Run 1, power grid:
The bar under the picture is 50 um long. Pins as bars on the die edge.
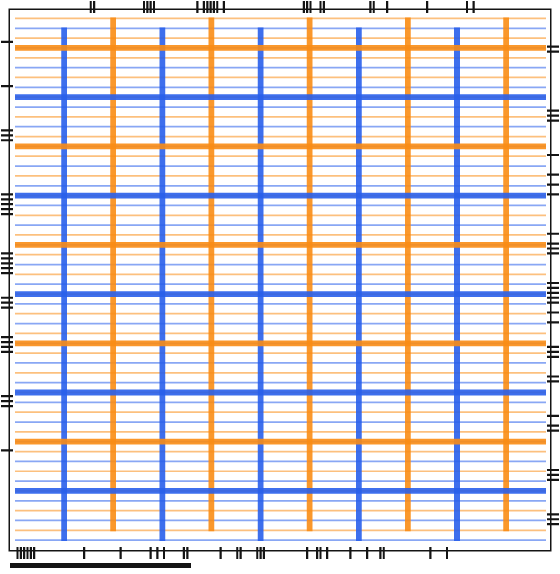
Run 1, placed cells, one color a class:
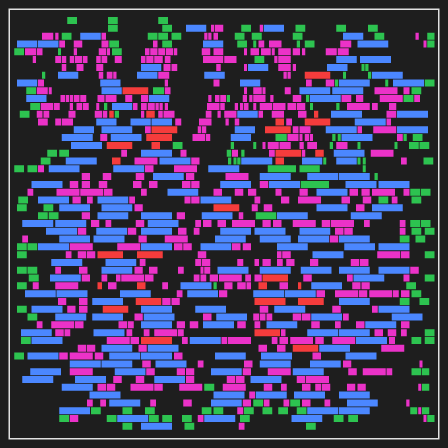
Run 1, clock network drawn from the DEF:
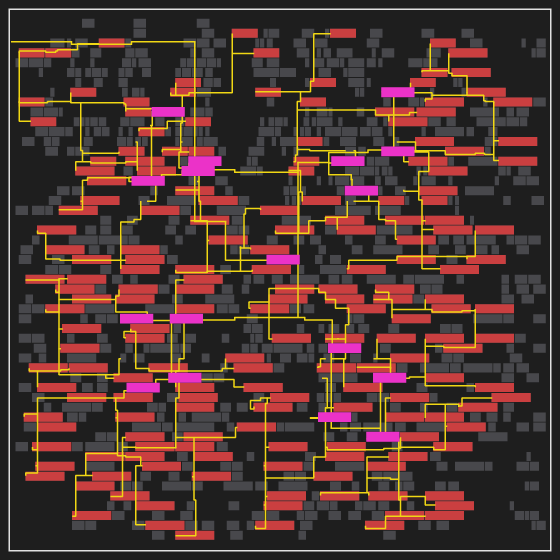
--- src/rtl/prefetch_req_queue.sv ---
// Prefetch request queue: line-deduplicating FIFO between the next-line prefetcher and the MSHR file.
// Optional recently-issued history filter enabled by macro PF_QUEUE_HISTORY_EN.
module prefetch_req_queue #(
   parameter int ADDR_W = 40,
   parameter int BLK_LG = 6,
   parameter int DEPTH  = 4,
   parameter int HIST   = 8
) (
   input  logic              clock,
   input  logic              reset,
   input  logic              flush,
   input  logic              in_valid,
   output logic              in_ready,
   input  logic [ADDR_W-1:0] in_addr,
   input  logic [4:0]        in_cmd,
   output logic              out_valid,
   input  logic              out_ready,
   output logic [ADDR_W-1:0] out_addr,
   output logic [4:0]        out_cmd,
   output logic [15:0]       drop_cnt
);

   localparam int LINE_W = ADDR_W - BLK_LG;
   localparam int PTR_W  = $clog2(DEPTH);
   localparam int CNT_W  = PTR_W + 1;
   localparam logic [CNT_W-1:0] FULL = CNT_W'(DEPTH);
   localparam logic [4:0] M_PFR = 5'b00010;
   localparam logic [4:0] M_PFW = 5'b00011;

   if (DEPTH < 2 || (DEPTH & (DEPTH - 1)) != 0 || HIST < 2 || (HIST & (HIST - 1)) != 0) begin : g_bad_param
      $error("prefetch_req_queue: DEPTH and HIST must be powers of two, at least 2");
   end

   logic [LINE_W-1:0] line_mem [DEPTH];
   logic [4:0]        cmd_mem  [DEPTH];
   logic [PTR_W-1:0]  rd_ptr, wr_ptr;
   logic [CNT_W-1:0]  count;
   logic [PTR_W-1:0]  slot_offs [DEPTH];
   logic [DEPTH-1:0]  fifo_hit, upgrade;
   logic [LINE_W-1:0] in_line;
   logic              hist_hit, accept, dup, push, pop;
   logic              unused_low_bits;

   assign in_line         = in_addr[ADDR_W-1:BLK_LG];
   assign unused_low_bits = ^in_addr[BLK_LG-1:0];
   assign in_ready        = 1'b1;

   assign out_valid = (count != '0);
   assign out_addr  = out_valid ? {line_mem[rd_ptr], {BLK_LG{1'b0}}} : '0;
   assign out_cmd   = out_valid ? cmd_mem[rd_ptr] : '0;

   assign accept = in_valid && !flush;
   assign pop    = out_valid && out_ready && !flush;
   assign dup    = (|fifo_hit) || hist_hit;
   assign push   = accept && !dup && ((count < FULL) || pop);

   // A slot is live when its distance from the read pointer is below count.
   always_comb begin
      fifo_hit = '0;
      upgrade  = '0;
      for (int unsigned i = 0; i < DEPTH; i++) begin
         slot_offs[i] = PTR_W'(i) - rd_ptr;
         fifo_hit[i]  = ({1'b0, slot_offs[i]} < count) && (line_mem[i] == in_line);
         upgrade[i]   = accept && fifo_hit[i] && !(pop && (PTR_W'(i) == rd_ptr))
                        && (cmd_mem[i] == M_PFR) && (in_cmd == M_PFW);
      end
   end

   always_ff @(posedge clock) begin
      if (reset || flush) begin
         rd_ptr <= '0;
         wr_ptr <= '0;
         count  <= '0;
      end else begin
         if (push) wr_ptr <= wr_ptr + 1'b1;
         if (pop)  rd_ptr <= rd_ptr + 1'b1;
         if (push && !pop)      count <= count + 1'b1;
         else if (!push && pop) count <= count - 1'b1;
      end
   end

   // Storage needs no reset: outputs are gated by out_valid.
   always_ff @(posedge clock) begin
      for (int unsigned i = 0; i < DEPTH; i++) begin
         if (!reset && push && (wr_ptr == PTR_W'(i))) begin
            line_mem[i] <= in_line;
            cmd_mem[i]  <= in_cmd;
         end else if (!reset && upgrade[i]) begin
            cmd_mem[i] <= M_PFW;
         end
      end
   end

   always_ff @(posedge clock) begin
      if (reset)                                  drop_cnt <= '0;
      else if (accept && !push && drop_cnt != '1) drop_cnt <= drop_cnt + 1'b1;
   end

`ifdef PF_QUEUE_HISTORY_EN
   localparam int HPTR_W = $clog2(HIST);

   logic [LINE_W-1:0] hist_line [HIST];
   logic [HIST-1:0]   hist_vld;
   logic [HPTR_W-1:0] hist_ptr;

   always_comb begin
      hist_hit = 1'b0;
      for (int unsigned i = 0; i < HIST; i++) begin
         if (hist_vld[i] && (hist_line[i] == in_line)) hist_hit = 1'b1;
      end
   end

   always_ff @(posedge clock) begin
      if (reset || flush) begin
         hist_vld <= '0;
         hist_ptr <= '0;
      end else if (pop) begin
         hist_line[hist_ptr] <= line_mem[rd_ptr];
         hist_vld[hist_ptr]  <= 1'b1;
         hist_ptr            <= hist_ptr + 1'b1;
      end
   end
`else
   assign hist_hit = 1'b0;
`endif

endmodule
--- config.mk ---
export PLATFORM = sky130hd
export DESIGN_NAME = prefetch_req_queue
export DESIGN_NICKNAME = d
export VERILOG_FILES = /design/src/rtl/prefetch_req_queue.sv
export SDC_FILE = /design/constraint.sdc
export NUM_CORES = 1
export LEC_CHECK = 0
export CELL_PAD_IN_SITES_DETAIL_PLACEMENT = 0
export CELL_PAD_IN_SITES_GLOBAL_PLACEMENT = 2
export CORE_MARGIN = 1
export CORE_UTILIZATION = 42
export DETAILED_ROUTE_END_ITERATION = 6
export GPL_TIMING_DRIVEN = 0
export PLACE_DENSITY_LB_ADDON = 0.1
export SLEW_MARGIN = 20
export SYNTH_ARGS = -nofsm -noshare
export SYNTH_HDL_FRONTEND = slang
export SYNTH_SLANG_ARGS = --single-unit
--- constraint.sdc ---
create_clock -name clock -period 7.4 [get_ports clock]
set_input_delay 1.48 -clock clock [delete_from_list [all_inputs] [get_ports clock]]
set_output_delay 1.48 -clock clock [all_outputs]
set_load 0.01 [all_outputs]
==> run notes, run 1 <==
Flow results follow.

The clock network contribution to total cell area is 0.0515. The part of the power in combinational logic is 0.101. According to the floorplan report, the die width is 149 um. Walking the critical path from launch to capture passes 16 cell instances. For reference, the most critical setup path is categorized as in2reg.

The source-to-sink clock delay at the later pin of the worst-skew pair is 430 ps. The standby leakage power is 3.69 nW. The global-route usage over all layers is 0.226.

The analysis reports a worst IR drop on VDD of 0.139 mV. The H-tree generated during clock tree synthesis spans 4 levels. The maximum fanout along the worst path is 10. The highest layer used for signal routing is met4. The final design was reported to hold multi-input combinational gates totalling 421. The instance area after placement is 10600 um^2. The worst hold-check path type is reg2reg. The library cell contributing the largest single delay on the critical path is clkdlybuf4s50_1. The final clock skew is 11.5 ps.

In the final layout, flip-flops and latches occupy 5130 um^2. The pin count of the biggest net entering global routing is 21. The met1 track demand over resource in global routing is 0.335. The capturing element of the worst setup path is count[2]. The synthesized design spends more area on one cell type than any other, namely edfxtp_1.

For this block, wires on met1 add up to 11300 um. The slew at the pin closest to its max-slew limit is 1020 ps. Sequential power for this build is 1.12 mW. The startpoint of the worst setup timing path is in_addr[11].

The flow ran to the end, and the final reports show no timing, DRC or antenna violations. The endpoint of the lowest-slack register-to-register path is count[2]. There are 181 flip-flops and latches. The worst reg-to-reg path cell count is 15. The script computed a power per unit cell area of 203 nW/um^2. The power consumed by combinational cells is 0.229 mW. Per the cell usage report, the commonest logic cells after layout are edfxtp_1 (151), xor2_1 (116), clkdlybuf4s50_1 (99). The number of nets in the finished design is 849. The final route contains 5782 vias. Dividing the final minimum period by the clock period gives 0.712. The group drawing the most power is sequential cells. The detailed-route DRC error count is 0.

In this run, the synthesized area fraction spent on xor and xnor cells is recorded as 0.135. In the final layout, the registers with the most flip-flops are line_mem: 136 flops, cmd_mem: 20 flops, drop_cnt: 16 flops. The layout stage reports a final design area of 11100 um^2. The origin of the worst min-delay path is drop_cnt[6].

The area share of the largest cell type after synthesis is 0.498.
About 'power grid':
[orange] VDD
[blue] VSS
met4 straps: 10
rows: 53
signal pins: 113
die extent in y: 149 um
floorplan core area: 21200 um^2

About 'placed cells, one color a class':
[red] clock drivers and dummy loads | cells: 31 | share of their area: 5.3%
[green] remaining buffers and delay cells | cells: 147 | share of their area: 12%
[blue] sequential cells | cells: 181 | share of their area: 48%
[magenta] combinational and other logic | cells: 437 | share of their area: 35%

About 'clock network drawn from the DEF':
[magenta] clock drivers | count: 17
[yellow] clock wires | length: 2320 um
[red] flip-flops | count: 181
routed clock nets: 18

Run 1, signal wires by layer:
The bar under the picture is 50 um long.
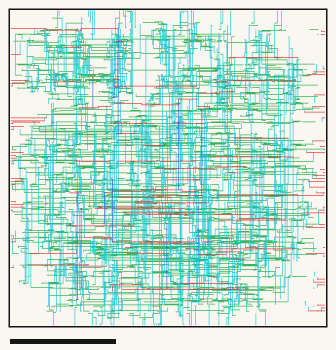

==> run 1 -> run 2 <==
--- a/config.mk
+++ b/config.mk
@@ -8,7 +8,7 @@
 export CELL_PAD_IN_SITES_DETAIL_PLACEMENT = 0
 export CELL_PAD_IN_SITES_GLOBAL_PLACEMENT = 2
 export CORE_MARGIN = 1
-export CORE_UTILIZATION = 42
+export CORE_UTILIZATION = 39
 export DETAILED_ROUTE_END_ITERATION = 6
 export GPL_TIMING_DRIVEN = 0
 export PLACE_DENSITY_LB_ADDON = 0.1
==> constraint.sdc (replaced) <==
create_clock -name clock -period 5.1 [get_ports clock]
set_input_delay 1.02 -clock clock [delete_from_list [all_inputs] [get_ports clock]]
set_output_delay 1.02 -clock clock [all_outputs]
set_load 0.01 [all_outputs]
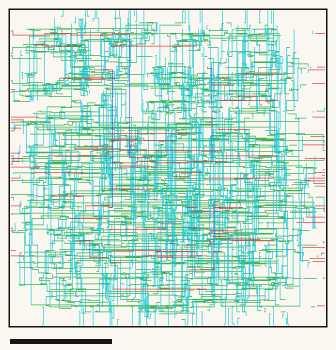
Run 2: signal wires by layer
The bar under the picture is 50 um long.
[red] metal 3 | wire length: 1290 um
[blue] metal 4 | wire length: 215 um
[cyan] metal 2 | wire length: 11600 um
[green] metal 1 | wire length: 11900 um
overall via count from detail_route: 5875
final WL: 24900 um
overall fraction of global-route tracks in use: 0.218
detail-routed net length per standard cell: 22.4 um

==> run notes, run 2 <==
Flow results follow.

The source-to-sink clock delay at the later pin of the worst-skew pair is 440 ps (was 430 ps). The startpoint of the worst setup timing path is in_addr[26] (was in_addr[11]). The area share of the largest cell type after synthesis came to 0.498 (unchanged). Outcome: complete, no violations (unchanged). Top Layout Cells: edfxtp_1 (151), xor2_1 (116), clkdlybuf4s50_1 (99) (unchanged). The final clock skew was 12.0 ps (was 11.5 ps). The die height is 155 um (was 149 um). The maximum fanout along the worst path came to 10 (unchanged).

The met1 track demand over resource in global routing is 0.322 (was 0.335). The count of cell instances traversed by the critical path is 16 (unchanged). The startpoint-to-endpoint class of the critical path is in2reg (unchanged).

The library cell contributing the largest single delay on the critical path is clkdlybuf4s50_1 (unchanged). The standby leakage power is 3.70 nW (was 3.69 nW). The part of the power in combinational logic was 0.104 (was 0.101). The post-synthesis share of cell area spent on xor and xnor gates is 0.135 (unchanged). The deepest level of the CTS H-tree is 4 (unchanged). The power per cell area is 288 nW/um^2 (was 203 nW/um^2). The endpoint of the lowest-slack register-to-register path is count[2] (unchanged). The detailed-route DRC error count is 0 (unchanged). The worst reg-to-reg path cell count is 18 (was 15). The final cycle utilization of the critical path is 0.918. The sequential logic power is 1.63 mW (was 1.12 mW). Largest registers: line_mem: 136 flops, cmd_mem: 20 flops, drop_cnt: 16 flops (unchanged).

The width of the die is 155 um (was 149 um). The worst voltage drop across the vdd grid is 0.205 mV (was 0.139 mV). The pin count of the biggest net entering global routing is 19 (was 21). The area of all placed cells without fillers was 11200 um^2 (was 11100 um^2). The power consumed by combinational cells is 0.338 mW (was 0.229 mW). The number of nets in the finished design was 851 (was 849). The clock network contribution to total cell area is 0.0496 (was 0.0515). The origin of the worst min-delay path is drop_cnt[8] (was drop_cnt[6]).

The capturing element of the worst setup path is count[2] (unchanged). The sequential cell area came to 5130 um^2 (unchanged). The combinational gate count is 421 (unchanged).
==> run 2 -> run 3 <==
--- a/config.mk
+++ b/config.mk
@@ -9,6 +9,7 @@
 export CELL_PAD_IN_SITES_GLOBAL_PLACEMENT = 2
 export CORE_MARGIN = 1
 export CORE_UTILIZATION = 39
+export CTS_CLUSTER_SIZE = 24
 export DETAILED_ROUTE_END_ITERATION = 6
 export GPL_TIMING_DRIVEN = 0
 export PLACE_DENSITY_LB_ADDON = 0.1
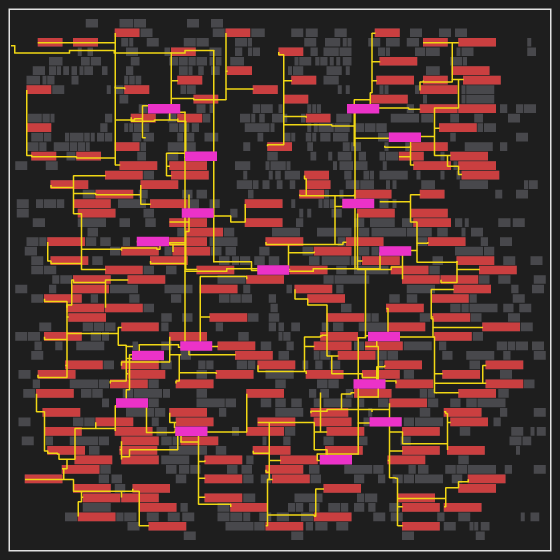
Run 3: clock network drawn from the DEF
[yellow] clock wires | length: 2310 um
[magenta] clock drivers | count: 17
[red] flip-flops | count: 181
flops lie: spread over the die
worst-case clock skew: 12.0 ps
later-pin clock latency in the skew report: 440 ps
clock network power share: 0.393
power dissipated in the clock network: 1.27 mW

==> run notes, run 3 <==
Flow results follow.

The die height is 155 um (unchanged). The standby leakage power is 3.70 nW (unchanged). Largest registers: line_mem: 136 flops, cmd_mem: 20 flops, drop_cnt: 16 flops (unchanged). The detailed-route DRC error count is 0 (unchanged). The width of the die is 155 um (unchanged).

The number of setup buffers added after CTS is 0 (unchanged). The highest layer used for signal routing is met4 (unchanged). The area of the placeable core is 22800 um^2 (unchanged).

The sequential cell area is 5130 um^2 (unchanged). The combinational gate count is 421 (unchanged). The endpoint of the lowest-slack register-to-register path is count[2] (unchanged). The routed wire length per instance is 22.4 um (unchanged).

The number of nets in the finished design came to 851 (unchanged). The maximum fanout along the worst path is 10 (unchanged). The cell taking the most area after synthesis is edfxtp_1 (unchanged). Top Layout Cells: edfxtp_1 (151), xor2_1 (116), clkdlybuf4s50_1 (99) (unchanged).

The total routed wire length on the met1 layer is 11900 um (unchanged). The worst voltage drop across the vdd grid came to 0.205 mV (unchanged). The area of all placed cells without fillers is 11200 um^2 (unchanged). The met1 track demand over resource in global routing is 0.322 (unchanged). The worst reg-to-reg path cell count is 18 (unchanged). The global-route usage over all layers is 0.218 (unchanged). Outcome: complete, no violations (unchanged). The deepest level of the CTS H-tree is 4 (unchanged). The count of flip-flops and latches was 181 (unchanged). The startpoint-to-endpoint class of the critical path is in2reg (unchanged). The number of vias after detailed routing is 5875 (unchanged).

The pin count of the biggest net entering global routing is 19 (unchanged). The capturing element of the worst setup path is count[2] (unchanged). The group drawing the most power is sequential cells (unchanged). The worst hold-check path type is reg2reg (unchanged). The clock network contribution to total cell area is 0.0496 (unchanged). The slew at the pin closest to its max-slew limit came to 1020 ps (unchanged). The origin of the worst min-delay path is drop_cnt[8] (unchanged).

The sequential logic power is 1.63 mW (about the same). The overall routed net length is 24900 um (unchanged). The instance area after placement was 10700 um^2 (unchanged).

The startpoint of the worst setup timing path is in_addr[26] (unchanged). The part of the power in combinational logic is 0.104 (about the same). The area share of the largest cell type after synthesis is 0.498 (unchanged). The power per cell area is 288 nW/um^2 (unchanged).

==> notes/layouts.md <==
Pictures saved along the way, in no particular order.

Routing congestion.
picture 1
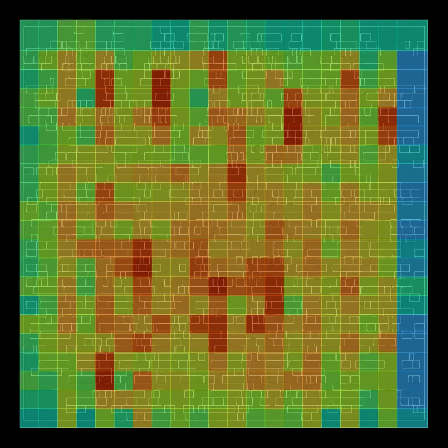
picture 2
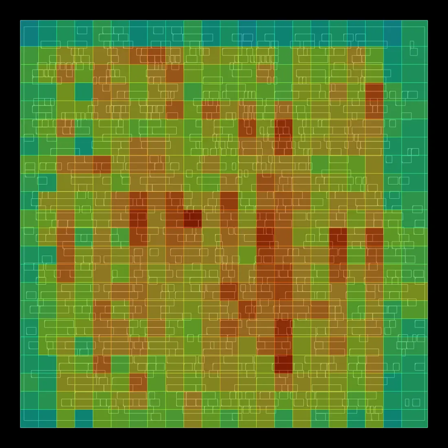
For run 3, see picture 2.
For run 1, see picture 1.

Power figures rest on the tool's default switching activity, not on a simulated workload.
